Fig. 1: placed cells, one colour a class
Bar = 50 µm.
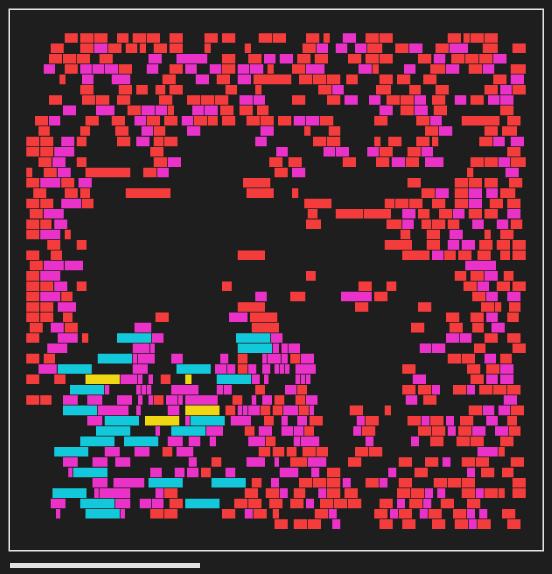
Fig. 2: clock nets
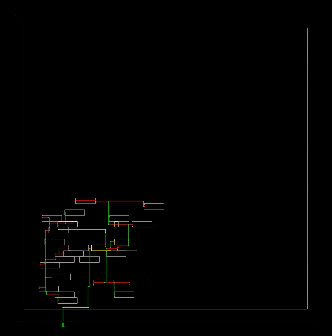
Fig. 3: clock network drawn from the DEF
Bar = 50 µm.
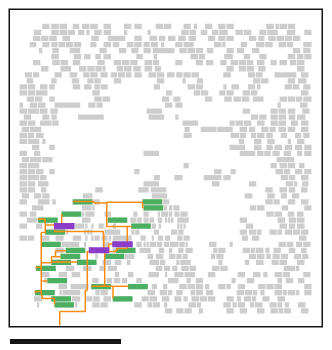
Fig. 4: floorplan with the power grid
Pins as bars on the die edge. Tap cells in grey.
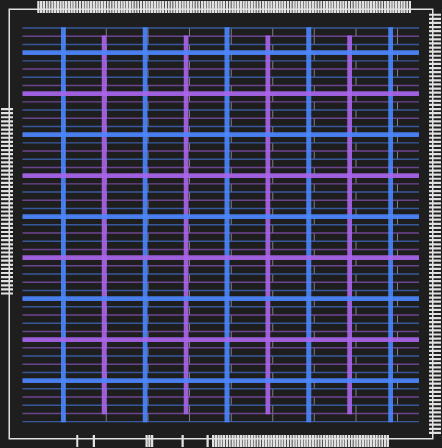
$ cat src/rtl/mem_arb_pkg.sv
// Shared types and arbitration helper for mem_port_arbiter.
// The master id type is sized for the largest supported NREQ (8).
package mem_arb_pkg;

   localparam int unsigned NREQ_MAX = 8;
   localparam int unsigned ID_W     = $clog2(NREQ_MAX);

   typedef logic [ID_W-1:0] mst_id_t;

   typedef enum logic [0:0] {ST_IDLE, ST_LOCKED} arb_state_e;

   // One-hot winner: first set bit of req searching upward from start, wrapping at nreq.
   function automatic logic [NREQ_MAX-1:0] pick_winner(input logic [NREQ_MAX-1:0] req,
                                                       input mst_id_t             start,
                                                       input int unsigned         nreq);
      logic [NREQ_MAX-1:0] oh;
      logic                found;
      int unsigned         idx;
      oh    = '0;
      found = 1'b0;
      for (int unsigned i = 0; i < NREQ_MAX; i++) begin
         idx = 32'(start) + i;
         if (idx >= nreq) idx = idx - nreq;
         if ((i < nreq) && !found && req[mst_id_t'(idx)]) begin
            oh[mst_id_t'(idx)] = 1'b1;
            found              = 1'b1;
         end
      end
      return oh;
   endfunction

endpackage

$ cat src/rtl/mem_arb_tag_fifo.sv
// In-order FIFO of master ids for outstanding reads; pointers wrap at DEPTH.
// A push into a full FIFO is accepted only when a pop happens in the same cycle.
module mem_arb_tag_fifo
   import mem_arb_pkg::*;
#(
   parameter int unsigned DEPTH = 4
) (
   input  logic    clk_i,
   input  logic    arst_n_i,
   input  logic    push_i,
   input  logic    pop_i,
   input  mst_id_t data_i,
   output mst_id_t data_o,
   output logic    full_o,
   output logic    empty_o
);

   localparam int unsigned PTR_W = $clog2(DEPTH);

   logic [PTR_W-1:0] wptr_q, wptr_d, rptr_q, rptr_d;
   logic [PTR_W:0]   cnt_q, cnt_d;
   mst_id_t          mem_q [DEPTH];
   logic             do_push, do_pop;

   assign full_o  = (cnt_q == (PTR_W+1)'(DEPTH));
   assign empty_o = (cnt_q == '0);
   assign do_pop  = pop_i & ~empty_o;
   assign do_push = push_i & (~full_o | do_pop);
   assign data_o  = mem_q[rptr_q];

   always_comb begin
      wptr_d = wptr_q;
      rptr_d = rptr_q;
      cnt_d  = cnt_q;
      if (do_push) wptr_d = wptr_q + 1'b1;
      if (do_pop)  rptr_d = rptr_q + 1'b1;
      if (do_push && !do_pop)      cnt_d = cnt_q + 1'b1;
      else if (!do_push && do_pop) cnt_d = cnt_q - 1'b1;
   end

   always_ff @(posedge clk_i or negedge arst_n_i) begin
      if (!arst_n_i) begin
         wptr_q <= '0;
         rptr_q <= '0;
         cnt_q  <= '0;
         for (int unsigned i = 0; i < DEPTH; i++) mem_q[i] <= '0;
      end else begin
         wptr_q <= wptr_d;
         rptr_q <= rptr_d;
         cnt_q  <= cnt_d;
         if (do_push) mem_q[wptr_q] <= data_i;
      end
   end

endmodule

$ cat src/rtl/mem_port_arbiter.sv
// Shares one memory slave port among NREQ masters and routes in-order read responses back.
// Define MEM_ARB_ROUND_ROBIN_EN for round-robin arbitration (default: fixed, lowest index wins).
module mem_port_arbiter
   import mem_arb_pkg::*;
#(
   parameter int unsigned NREQ      = 3,
   parameter int unsigned ADDR_W    = 32,
   parameter int unsigned DATA_W    = 32,
   parameter int unsigned MAX_OUTST = 4
) (
   input  logic                     clk_i,
   input  logic                     arst_n_i,
   input  logic [NREQ-1:0]          m_req_i,
   input  logic [NREQ-1:0]          m_we_i,
   input  logic [NREQ*ADDR_W-1:0]   m_addr_bi,
   input  logic [NREQ*DATA_W/8-1:0] m_be_bi,
   input  logic [NREQ*DATA_W-1:0]   m_wdata_bi,
   output logic [NREQ-1:0]          m_ack_o,
   output logic [NREQ-1:0]          m_resp_o,
   output logic [DATA_W-1:0]        m_rdata_bo,
   output logic                     s_req_o,
   output logic                     s_we_o,
   output logic [ADDR_W-1:0]        s_addr_bo,
   output logic [DATA_W/8-1:0]      s_be_bo,
   output logic [DATA_W-1:0]        s_wdata_bo,
   input  logic                     s_ack_i,
   input  logic                     s_resp_i,
   input  logic [DATA_W-1:0]        s_rdata_bi,
   output logic                     err_o
);

   localparam int unsigned BE_W = DATA_W / 8;

   arb_state_e          state_q, state_d;
   mst_id_t             grant_id_q, grant_id_d;
   mst_id_t             start_id, win_id, sel_id, head_id;
   logic [NREQ_MAX-1:0] win_oh;
   logic [NREQ-1:0]     eligible;
   logic                sel_req, accept, push, pop, blocked;
   logic                fifo_full, fifo_empty;
   logic                err_q, err_d;

   // A full FIFO only blocks reads when no response frees a slot this cycle.
   assign pop      = s_resp_i & ~fifo_empty;
   assign blocked  = fifo_full & ~pop;
   assign eligible = m_req_i & ~(~m_we_i & {NREQ{blocked}});
   assign win_oh   = pick_winner(NREQ_MAX'(eligible), start_id, NREQ);

   always_comb begin
      win_id = '0;
      for (int unsigned k = 0; k < NREQ; k++) begin
         if (win_oh[k]) win_id = mst_id_t'(k);
      end
   end

   always_comb begin
      state_d    = state_q;
      grant_id_d = grant_id_q;
      sel_id     = win_id;
      sel_req    = |win_oh;
      unique case (state_q)
         ST_IDLE: begin
            if (sel_req && !s_ack_i) begin
               state_d    = ST_LOCKED;
               grant_id_d = win_id;
            end
         end
         ST_LOCKED: begin
            sel_id  = grant_id_q;
            sel_req = 1'b0;
            for (int unsigned k = 0; k < NREQ; k++) begin
               if (grant_id_q == mst_id_t'(k)) sel_req = m_req_i[k];
            end
            if (!sel_req || s_ack_i) state_d = ST_IDLE;
         end
         default: state_d = ST_IDLE;
      endcase
      if (!arst_n_i) sel_req = 1'b0;
   end

   assign accept = sel_req & s_ack_i;
   assign push   = accept & ~s_we_o;

   always_comb begin
      s_req_o    = sel_req;
      s_we_o     = 1'b0;
      s_addr_bo  = '0;
      s_be_bo    = '0;
      s_wdata_bo = '0;
      m_ack_o    = '0;
      m_resp_o   = '0;
      for (int unsigned k = 0; k < NREQ; k++) begin
         if (sel_req && (sel_id == mst_id_t'(k))) begin
            s_we_o     = m_we_i[k];
            s_addr_bo  = m_addr_bi[k*ADDR_W +: ADDR_W];
            s_be_bo    = m_be_bi[k*BE_W +: BE_W];
            s_wdata_bo = m_wdata_bi[k*DATA_W +: DATA_W];
            m_ack_o[k] = s_ack_i;
         end
         if (pop && (head_id == mst_id_t'(k))) m_resp_o[k] = 1'b1;
      end
   end

   assign m_rdata_bo = pop ? s_rdata_bi : '0;
   assign err_d      = err_q | (s_resp_i & fifo_empty);
   assign err_o      = err_q;

`ifdef MEM_ARB_ROUND_ROBIN_EN
   mst_id_t rr_q, rr_d;

   // Pointer holds the next search start; it moves only on an accepted transfer.
   always_comb begin
      rr_d = rr_q;
      if (accept) rr_d = ((32'(sel_id) + 1) >= NREQ) ? '0 : sel_id + 1'b1;
   end

   always_ff @(posedge clk_i or negedge arst_n_i) begin
      if (!arst_n_i) rr_q <= '0;
      else           rr_q <= rr_d;
   end

   assign start_id = rr_q;
`else
   assign start_id = '0;
`endif

   always_ff @(posedge clk_i or negedge arst_n_i) begin
      if (!arst_n_i) begin
         state_q    <= ST_IDLE;
         grant_id_q <= '0;
         err_q      <= 1'b0;
      end else begin
         state_q    <= state_d;
         grant_id_q <= grant_id_d;
         err_q      <= err_d;
      end
   end

   mem_arb_tag_fifo #(
      .DEPTH (MAX_OUTST)
   ) u_tag_fifo (
      .clk_i    (clk_i),
      .arst_n_i (arst_n_i),
      .push_i   (push),
      .pop_i    (pop),
      .data_i   (sel_id),
      .data_o   (head_id),
      .full_o   (fifo_full),
      .empty_o  (fifo_empty)
   );

endmodule

$ cat config.mk
export PLATFORM = sky130hd
export DESIGN_NAME = mem_port_arbiter
export DESIGN_NICKNAME = d
export VERILOG_FILES = /design/src/rtl/mem_arb_pkg.sv /design/src/rtl/mem_arb_tag_fifo.sv /design/src/rtl/mem_port_arbiter.sv
export SDC_FILE = /design/constraint.sdc
export NUM_CORES = 1
export LEC_CHECK = 0
export CAP_MARGIN = 20
export CORE_AREA = 4 4 136 138
export CTS_CLUSTER_DIAMETER = 120
export DETAILED_ROUTE_END_ITERATION = 10
export DIE_AREA = 0 0 140 142
export PLACE_DENSITY_LB_ADDON = 0.15
export SLEW_MARGIN = 20
export SYNTH_ARGS = -nofsm -noshare
export SYNTH_HDL_FRONTEND = slang
export SYNTH_HIERARCHICAL = 1
export SYNTH_SLANG_ARGS = --single-unit
$ cat constraint.sdc
create_clock -name clk_i -period 4.4 [get_ports clk_i]
set_clock_uncertainty 0.1 [all_clocks]
set_input_delay 1.1 -clock clk_i [delete_from_list [all_inputs] [get_ports clk_i]]
set_output_delay 1.1 -clock clk_i [all_outputs]
set_load 0.01 [all_outputs]
==> impl_metrics.toml <==
# generated from flow reports
[clocking]
cts_hold_buf = 0
post_cts_buffers = 15
path_clk_slew_ps = 60
clk_path_buf_depth = 2
cts_tree = "done"
htree_num_levels = 1
cts_buffers = 3
root_buffer = "clkbuf_16"

[detailed_routing]
vias = 4169
drt_iter0_markers = 100
routed.top_layer = "met4"
dr_wl_met3_mm = 1.10
viasPerCell = 4.44
avgRoutedWirePerCell_um = 19.1
drt-total-wl_mm = 17.9

[worst_setup_path]
cp.depth = 10
worstPathMaxFanout = 8
path_class = "input port to output pin"
worstPathArrival_ps = 3130
slowest_stage = "clkdlybuf4s50_1"
r2r_end = "u_tag_fifo/cnt_q[2]$_DFFE_PN0P_"

[final_timing]
hold_viol = 0
grt_setup_unrepaired = "yes"
slew_viol_final = 0
min_period_ps = 4330

[status]
outcome = "finished, final reports clean"

[yosys]
synthTopCellsByArea = "mux2i_1 22%, dfrtp_1 18%, o2bb2ai_1 16%"
synth_area_leader_cell = "mux2i_1"
ys_top_cells_by_count = "69 x mux2i_1, 58 x o2bb2ai_1, 34 x and2_1"
ys_types = 52
ys_cells = 320
flop_cell = "dfrtp_1"
synth_area_um2 = 3150
async_reset_ff_share_pct = 100
synth-edff-count = 0

[global_routing]
use_met2_pct = 31.8
grt_pass1_wl_mm = 26.2
met3_usage_pct = 3.26
top_usage_layer = "met2"
grt_pass1_vias = 4339
gr-usage-all-layers_pct = 16.6
antenna_found_initial = 1
met1_usage_pct = 18.8

[cells_and_area]
logic_gate_count = 264
combGateArea_um2 = 2450
clk_share_pct = 1.07
comb_share_pct = 32.7
fin_nets = 966
regArea_um2 = 576
buffers = 414
syn_to_final_growth_pct = 139

[floorplan]
boundaryPins = 355
taps = 225
fp_util_pct = 18.3
die_area_um2 = 19900

[placed_design]
gp_congestion = 0.912
post-place-ws_ps = -390
hpwl_mm = 14.6

[pwr]
finalPower_w = 0.00219
seqPwrFrac_pct = 17.9
p_seq_w = 0.000392
top_power_group = "combinational cells"
combPwrFrac_pct = 73.3

[min_path]
hold_path.class = "register to register"
-- Fig. 1 (at the start) --
legend:
  magenta:
    class: all other logic
    cells: 272
    share_of_their_area: 34%
  red:
    class: other buffers and delay cells
    cells: 414
    share_of_their_area: 56%
  yellow:
    class: clock drivers and dummy loads
    cells: 4
    share_of_their_area: 1.1%
  cyan:
    class: flip-flops
    cells: 23
    share_of_their_area: 8.0%
fin util: 43.7%
Core Footprint: 17200 µm²
fin area: 7510 µm²
fraction of area in registers: 7.66%
row count: 48

-- Fig. 2 (at the start) --
Clock buffer cells: 3
clock sinks: 23

-- Fig. 3 (at the start) --
legend:
  green:
    item: flip-flops
    count: 23
  purple:
    item: cells driving clock nets
    count: 3
  orange:
    item: clock wires
    length: 305 µm
flops lie: bottom left
routed clock nets: 4
P_clk: 0.000193 W
Worst-Skew Late Latency: 250 ps
Clock power frac: 8.8%

-- Fig. 4 (at the start) --
legend:
  blue:
    net: VSS
  purple:
    net: VDD
met1 rails: 49
tap cells: 225
met5 straps: 9
signal pins: 355
met4 straps: 9
DIE WIDTH: 140 µm
die height: 142 µm
worst vdd ir: 224 µV

==> per-stage QoR <==
step,std cells,area [µm²],hold slack [ps]
after floorplan,323,3160,375
after global placement,905,7110,350
after global routing,939,7510,394
final,939,7510,372
after CTS,929,7490,373
after detailed placement,905,7110,359
==> sequential cells by signal, indices dropped and copies added (netlist names) <==
| name | flops |
|---|---|
| u_tag_fifo/rptr_q | 2 |
| state_q | 1 |
| u_tag_fifo/wptr_q | 2 |
| grant_id_q | 2 |
| u_tag_fifo/cnt_q | 3 |
| u_tag_fifo/mem_q | 12 |
| err_o | 1 |
==> cell families after synthesis <==
kind of cell               share of synthesized area [%]
AOI/OAI and AO/OA                                   25.9
xor gates and xnor gates                            1.67
adders and majority gates                           2.62
buffers and inverters                               8.39
DFF                                                 18.3
muxes                                               29.1
other                                              0.119
and+or+nand+nor                                     13.9
Power and IR drop assume default switching activity.
